File: src/rtl/regfile_trace_monitor.sv
`timescale 1ns/1ps
`default_nettype none
// ============================================================================
// Module   : regfile_trace_monitor
// Purpose  : Shadows the MIPS core's register-file write port, logs every
//            value-changing write (with cycle stamp) into a show-ahead trace
//            FIFO, and bounds capture to a programmable cycle window.
// Revision : 1.0 - initial release
// ============================================================================
module regfile_trace_monitor #(
   parameter int DATA_W  = 32,
   parameter int NREGS   = 32,
   parameter int ADDR_W  = 5,
   parameter int DEPTH   = 16,
   parameter int CYCLE_W = 16
) (
   input  logic               clk,
   input  logic               rst,
   input  logic               start,
   input  logic [CYCLE_W-1:0] run_cycles,
   input  logic               wr_en,
   input  logic [ADDR_W-1:0]  wr_addr,
   input  logic [DATA_W-1:0]  wr_data,
   input  logic [ADDR_W-1:0]  dbg_addr,
   output logic [DATA_W-1:0]  dbg_data,
   output logic               tr_valid,
   input  logic               tr_ready,
   output logic [ADDR_W-1:0]  tr_addr,
   output logic [DATA_W-1:0]  tr_data,
   output logic [CYCLE_W-1:0] tr_cycle,
   output logic               overflow,
   output logic               running,
   output logic               done,
   output logic [CYCLE_W-1:0] cycle_count
);

   localparam int               c_ptr_w   = $clog2(DEPTH);
   localparam logic [c_ptr_w:0] c_ptr_one = 1;
   localparam logic [CYCLE_W-1:0] c_cyc_one = 1;

   typedef enum logic [1:0] {
      S_IDLE = 2'd0,
      S_RUN  = 2'd1,
      S_DONE = 2'd2
   } state_t;

   state_t               state_q, state_d;
   logic [CYCLE_W-1:0]   limit_q, limit_d;
   logic [CYCLE_W-1:0]   cycle_q, cycle_d;
   logic                 overflow_q, overflow_d;
   logic                 running_q, running_d;
   logic                 done_q, done_d;
   // Pointers carry one extra bit so full and empty are distinguishable.
   logic [c_ptr_w:0]     wr_ptr_q, wr_ptr_d;
   logic [c_ptr_w:0]     rd_ptr_q, rd_ptr_d;

   logic [DATA_W-1:0]    shadow_q [NREGS];
   logic [ADDR_W-1:0]    fifo_addr_q [DEPTH];
   logic [DATA_W-1:0]    fifo_data_q [DEPTH];
   logic [CYCLE_W-1:0]   fifo_cyc_q  [DEPTH];

   logic w_in_run;
   logic w_addr_ok;
   logic w_dbg_ok;
   logic w_shadow_we;
   logic w_log;
   logic w_empty;
   logic w_full;
   logic w_pop;
   logic w_push;
   logic w_drop;
   logic w_start;

   // Write qualification, FIFO status and handshake decode.
   always_comb begin
      w_in_run    = (state_q == S_RUN);
      w_addr_ok   = (wr_addr != '0) && (32'(wr_addr) < NREGS);
      w_dbg_ok    = (32'(dbg_addr) < NREGS);
      // Shadow follows every qualifying write in RUN, even when the entry is dropped.
      w_shadow_we = w_in_run && wr_en && w_addr_ok;
      w_log       = w_shadow_we && (wr_data != shadow_q[wr_addr]);
      w_empty     = (wr_ptr_q == rd_ptr_q);
      w_full      = (wr_ptr_q[c_ptr_w] != rd_ptr_q[c_ptr_w]) &&
                    (wr_ptr_q[c_ptr_w-1:0] == rd_ptr_q[c_ptr_w-1:0]);
      w_pop       = !w_empty && tr_ready;
      // A simultaneous pop frees the slot, so a full FIFO still accepts the push.
      w_push      = w_log && (!w_full || w_pop);
      w_drop      = w_log && w_full && !w_pop;
      w_start     = start && (state_q != S_RUN);
   end

   // Next-state logic for the window FSM, cycle counter and FIFO pointers.
   always_comb begin
      state_d    = state_q;
      limit_d    = limit_q;
      cycle_d    = cycle_q;
      overflow_d = overflow_q;
      wr_ptr_d   = wr_ptr_q;
      rd_ptr_d   = rd_ptr_q;

      case (state_q)
         S_IDLE: begin
            if (start) state_d = S_RUN;
         end
         S_RUN: begin
            cycle_d = cycle_q + c_cyc_one;
            // A zero limit means the window never closes; the counter just wraps.
            if ((limit_q != '0) && (cycle_q == limit_q - c_cyc_one)) state_d = S_DONE;
         end
         S_DONE: begin
            if (start) state_d = S_RUN;
         end
         default: state_d = S_IDLE;
      endcase

      if (w_start) begin
         // New window: fresh counter, fresh trace, shadow kept intact.
         limit_d    = run_cycles;
         cycle_d    = '0;
         overflow_d = 1'b0;
         wr_ptr_d   = '0;
         rd_ptr_d   = '0;
      end else begin
         if (w_pop)  rd_ptr_d   = rd_ptr_q + c_ptr_one;
         if (w_push) wr_ptr_d   = wr_ptr_q + c_ptr_one;
         if (w_drop) overflow_d = 1'b1;
      end

      running_d = (state_d == S_RUN);
      done_d    = (state_d == S_DONE);
   end

   // Control state with registered status outputs.
   always_ff @(posedge clk or negedge rst) begin
      if (!rst) begin
         state_q    <= S_IDLE;
         limit_q    <= '0;
         cycle_q    <= '0;
         overflow_q <= 1'b0;
         running_q  <= 1'b0;
         done_q     <= 1'b0;
         wr_ptr_q   <= '0;
         rd_ptr_q   <= '0;
      end else begin
         state_q    <= state_d;
         limit_q    <= limit_d;
         cycle_q    <= cycle_d;
         overflow_q <= overflow_d;
         running_q  <= running_d;
         done_q     <= done_d;
         wr_ptr_q   <= wr_ptr_d;
         rd_ptr_q   <= rd_ptr_d;
      end
   end

   // Shadow register file; entry 0 is never written so it always reads zero.
   always_ff @(posedge clk or negedge rst) begin
      if (!rst) begin
         for (int i = 0; i < NREGS; i++) shadow_q[i] <= '0;
      end else if (w_shadow_we) begin
         shadow_q[wr_addr] <= wr_data;
      end
   end

   // Trace storage; validity is carried entirely by the pointers.
   always_ff @(posedge clk) begin
      if (w_push) begin
         fifo_addr_q[wr_ptr_q[c_ptr_w-1:0]] <= wr_addr;
         fifo_data_q[wr_ptr_q[c_ptr_w-1:0]] <= wr_data;
         fifo_cyc_q[wr_ptr_q[c_ptr_w-1:0]]  <= cycle_q;
      end
   end

   assign dbg_data    = w_dbg_ok ? shadow_q[dbg_addr] : '0;
   assign tr_valid    = !w_empty;
   assign tr_addr     = fifo_addr_q[rd_ptr_q[c_ptr_w-1:0]];
   assign tr_data     = fifo_data_q[rd_ptr_q[c_ptr_w-1:0]];
   assign tr_cycle    = fifo_cyc_q[rd_ptr_q[c_ptr_w-1:0]];
   assign overflow    = overflow_q;
   assign running     = running_q;
   assign done        = done_q;
   assign cycle_count = cycle_q;

endmodule
`default_nettype wire
File: config.mk
export PLATFORM = sky130hd
export DESIGN_NAME = regfile_trace_monitor
export DESIGN_NICKNAME = d
export VERILOG_FILES = /design/src/rtl/regfile_trace_monitor.sv
export SDC_FILE = /design/constraint.sdc
export NUM_CORES = 2
export LEC_CHECK = 0
export CAP_MARGIN = 20
export CELL_PAD_IN_SITES_DETAIL_PLACEMENT = 1
export CELL_PAD_IN_SITES_GLOBAL_PLACEMENT = 1
export CORE_ASPECT_RATIO = 1.5
export CORE_MARGIN = 2
export CORE_UTILIZATION = 45
export DETAILED_ROUTE_END_ITERATION = 12
export GPL_TIMING_DRIVEN = 0
export HOLD_SLACK_MARGIN = 0.08
export MAX_ROUTING_LAYER = met4
export PLACE_DENSITY = 0.65
export RECOVER_POWER = 100
export SLEW_MARGIN = 0
export SYNTH_ARGS = -nofsm -noshare
export SYNTH_HDL_FRONTEND = slang
export SYNTH_SLANG_ARGS = --single-unit
File: constraint.sdc
create_clock -name clk -period 7.5 [get_ports clk]
set_clock_uncertainty 0.15 [all_clocks]
set_input_delay 1.5 -clock clk [delete_from_list [all_inputs] [get_ports clk]]
set_output_delay 1.5 -clock clk [all_outputs]
set_load 0.005 [all_outputs]
Sequential cells grouped by signal name:
Scale bar: 100 microns. Other sequential cells in the stronger grey, the rest of the logic in the fainter grey.
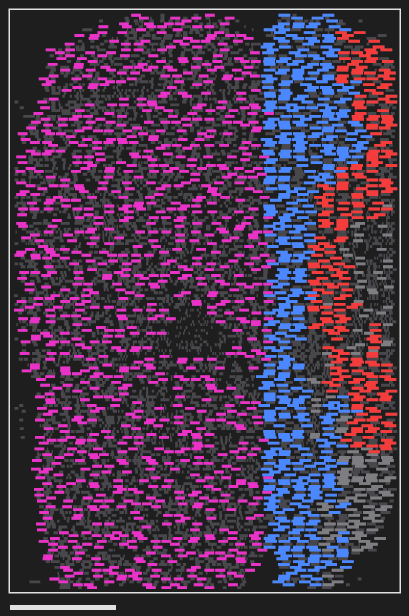
signal	colour	placed flops
`fifo_cyc_q`	red	256
`shadow_q`	magenta	1,024
`fifo_data_q`	blue	512
not coloured	127
Seq area share: 51.34%
P_seq: 14.2 mW
Core Util, Final: 51.95%

Routing congestion:
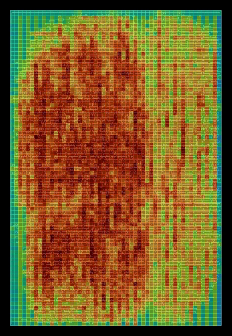
routed len/inst: 43.75 microns
Most Crowded Layer GR: met2
gr usage total: 38.33%
M2 GR Usage: 60.34%
M3 GR Usage: 7.510%

Placement by cell class:
Scale bar: 100 microns.
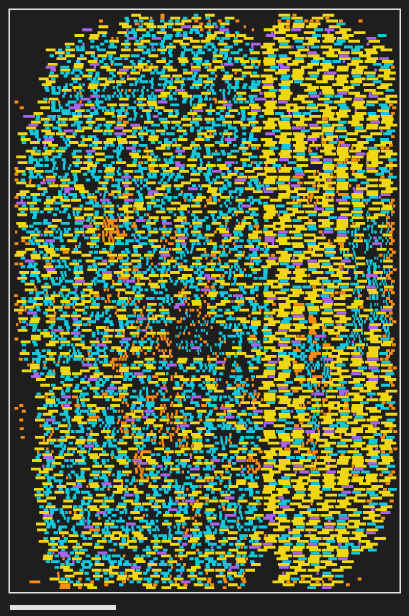
class	colour	cells	share of their area
flops	yellow	1,919	53%
clock drivers and dummy loads	purple	348	6.4%
combinational and other logic	cyan	2,845	35%
other buffers and delay cells	orange	802	5.6%
# rows: 199
Core Area: 196,000 sq um
final instance area: 101,800 sq um

Routed metal, one colour a layer:
Scale bar: 100 microns. Two of the layers only.
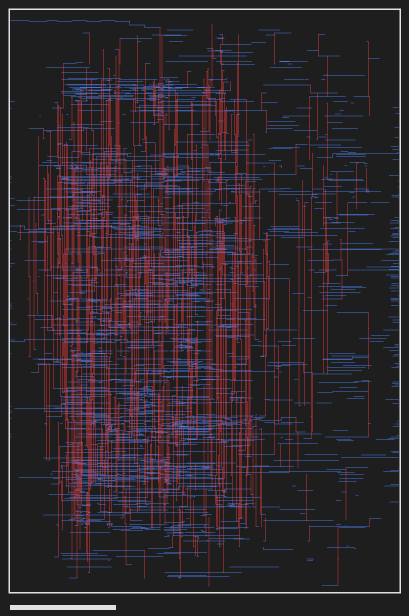
layer	colour	wire length
metal 3	blue	30.7 mm
metal 4	red	35.4 mm

==> flow_summary.toml <==
# synthesis and place-and-route metrics
[synthesis]
topCellsByArea = "dfrtp_1 30%, edfxtp_1 29%, mux4_2 15%"
xor_share_pct = 0.2964
flop_cell = "dfrtp_1"
synth.top_cell.area_share_pct = 30.24
simple_gate_share_pct = 2.171
ys_sh_aoi_pct = 2.346
ys_seq_share_pct = 58.96
ys_cells = 5256
synthTopCellsByCount = "1,071 x dfrtp_1, 1,026 x mux2_2, 848 x edfxtp_1"
yosysUniqueCellTypes = 53
edf_count = 848
ys_sh_adder_pct = 0.09881
netlist.top_cell.by_area = "dfrtp_1"
avgSynthCellArea_sq_um = 16.86
logic_family = "multiplexers"
synthMuxAreaShare_pct = 33.73
post_synth_inst_count = 5256
synthesis.nets = 5326
ys_warn_count = 0
ys_chip_area_sq_um = 88640
synth.most_common_cell = "dfrtp_1"
syn_area_sq_um = 88640
async_reset_ff_share_pct = 55.81

[cts]
clock-sinks = 1919
htreeDepth = 4
cts_hold_buf = 0
clkSlewWorstSetupHoldPaths_ns = 0.06
cts_buffers = 195
ctsResizeCount = 54
root_buffer = "clkbuf_16"
clock_latency_ns = 0.87
cts_setup_buffers = 0

[timing]
maxSlewViolCount = 755
fin_ws_ns = -0.1854
timing.hold.ws_ns = 0.3330
setup-violations-final = 509
fin_crit_ns = 7.685
max_freq_mhz = 130.1
finalCritPeriodShare_pct = 102.5
slew_headroom_pct = -176.6
fin_tns_setup_ns = -50.73
tightest_slew_ns = 4.149
hold_viol_final = 0
rsz0062_at_grt = "no"

[power_and_ir_drop]
ir_drop_mv = 0.1953
p_comb_mw = 9.18
power_frac_seq_pct = 42.7
sw_frac_of_total_pct = 30.42
pwr-share-comb_pct = 27.5
p_sw_mw = 10.15
clock_net_power_mw = 9.95
finalPower_mw = 33.37
power.leakage_nw = 40.07
internal_power_mw = 23.22
power.group.top = "registers"
pwr-share-clk_pct = 29.8
pwr_density_cell_nw_per_um2 = 327.8

[global_route]
grt_pass1_wl_microns = 509100
grt_pass1_vias = 59610
met1_usage_pct = 43.77
grt_max_degree = 166
grt_remaining_overflow = 0

[cells_and_area]
largest_reg_flops = 1024
drive_gt1_share_pct = 36.44
fin_nets = 5833
clockNetworkAreaShare_pct = 6.172
antenna_cells = 20
combGateArea_sq_um = 34350
lay_top_count = "dfrtp_1"
dominant_cells = "sequential cells"
sh_comb_area_pct = 33.74
inverters_excl_clock = 7
comb_cells = 2838
regArea_sq_um = 52270
flops = 1919
n_all_buffers = 802
area_growth_pct = 14.84
fillers = 18270
regMostFlops = "shadow_q"
final-nonclk-buf-share_pct = 5.456

[place]
place_inst = 8166
post_dp_cell_area_sq_um = 96220
dp_slack_ns = -2.049
globalplace.congestion = 0.9766
portBuffers = 162
post-dp-hpwl_microns = 251700

[setup_path]
worstPathRequired_ns = 7.92
cp-endpoint = "fifo_data_q[14][7]$_DFFE_PP_"
max_stage_delay_ns = 0.82
r2r_start = "state_q[0]$_DFF_PN0_"
rr_worst_depth = 7
end_kind = "register"
crit_start = "wr_addr[1]"
path_delay_family = "simple AND/OR/NAND/NOR gates"
path_buffers = 6
crit_slowest_cell = "buf_2"
path_depth = 15
crit_top_cell = "buf_2"
crit_fanout = 37
worstPathArrival_ns = 8.10
crit_chain = "clkdlybuf4s15_2 > buf_6 > or4b_1 > buf_4 > buf_2 > o22ai_1 > nor4_1 > a21oi_1 > nor4_2 > nand4_1 > or4_1 > buf_2 > and2_4 > and3_2 > buf_16"
critical_path_class = "input pin to register"
r2r_setup_slack_ns = 2.11
r2r_end = "shadow_q[550]$_DFFE_PN0P_"
cp-start-kind = "input pin"

[worst_hold_path]
hold_path_depth = 1
min-delay-start = "shadow_q[1009]$_DFFE_PN0P_"
hold_end = "shadow_q[1009]$_DFFE_PN0P_"

[route]
wirelength_met1_microns = 130800
drtIter0Drc = 6468
via_per_inst = 6.709
dr.max_layer_used = "met4"
via_count = 57350
ant_nets = 0
first_pass_iters = 5
routed_wl_microns = 373900
wl_met3_microns = 30670

[floorplan]
die_h_microns = 547.6
pin_count = 168
fp.dieW_microns = 366.4
tap_cells = 2613
chip_area_sq_um = 200600

[run]
log.warning_count = 51
drv_cap = 38

[outcome]
violations = "capacitance limit, slew limit, setup timing"
status = "finished, violations left"
No activity file was given, so power comes from the tool's default toggle rates.
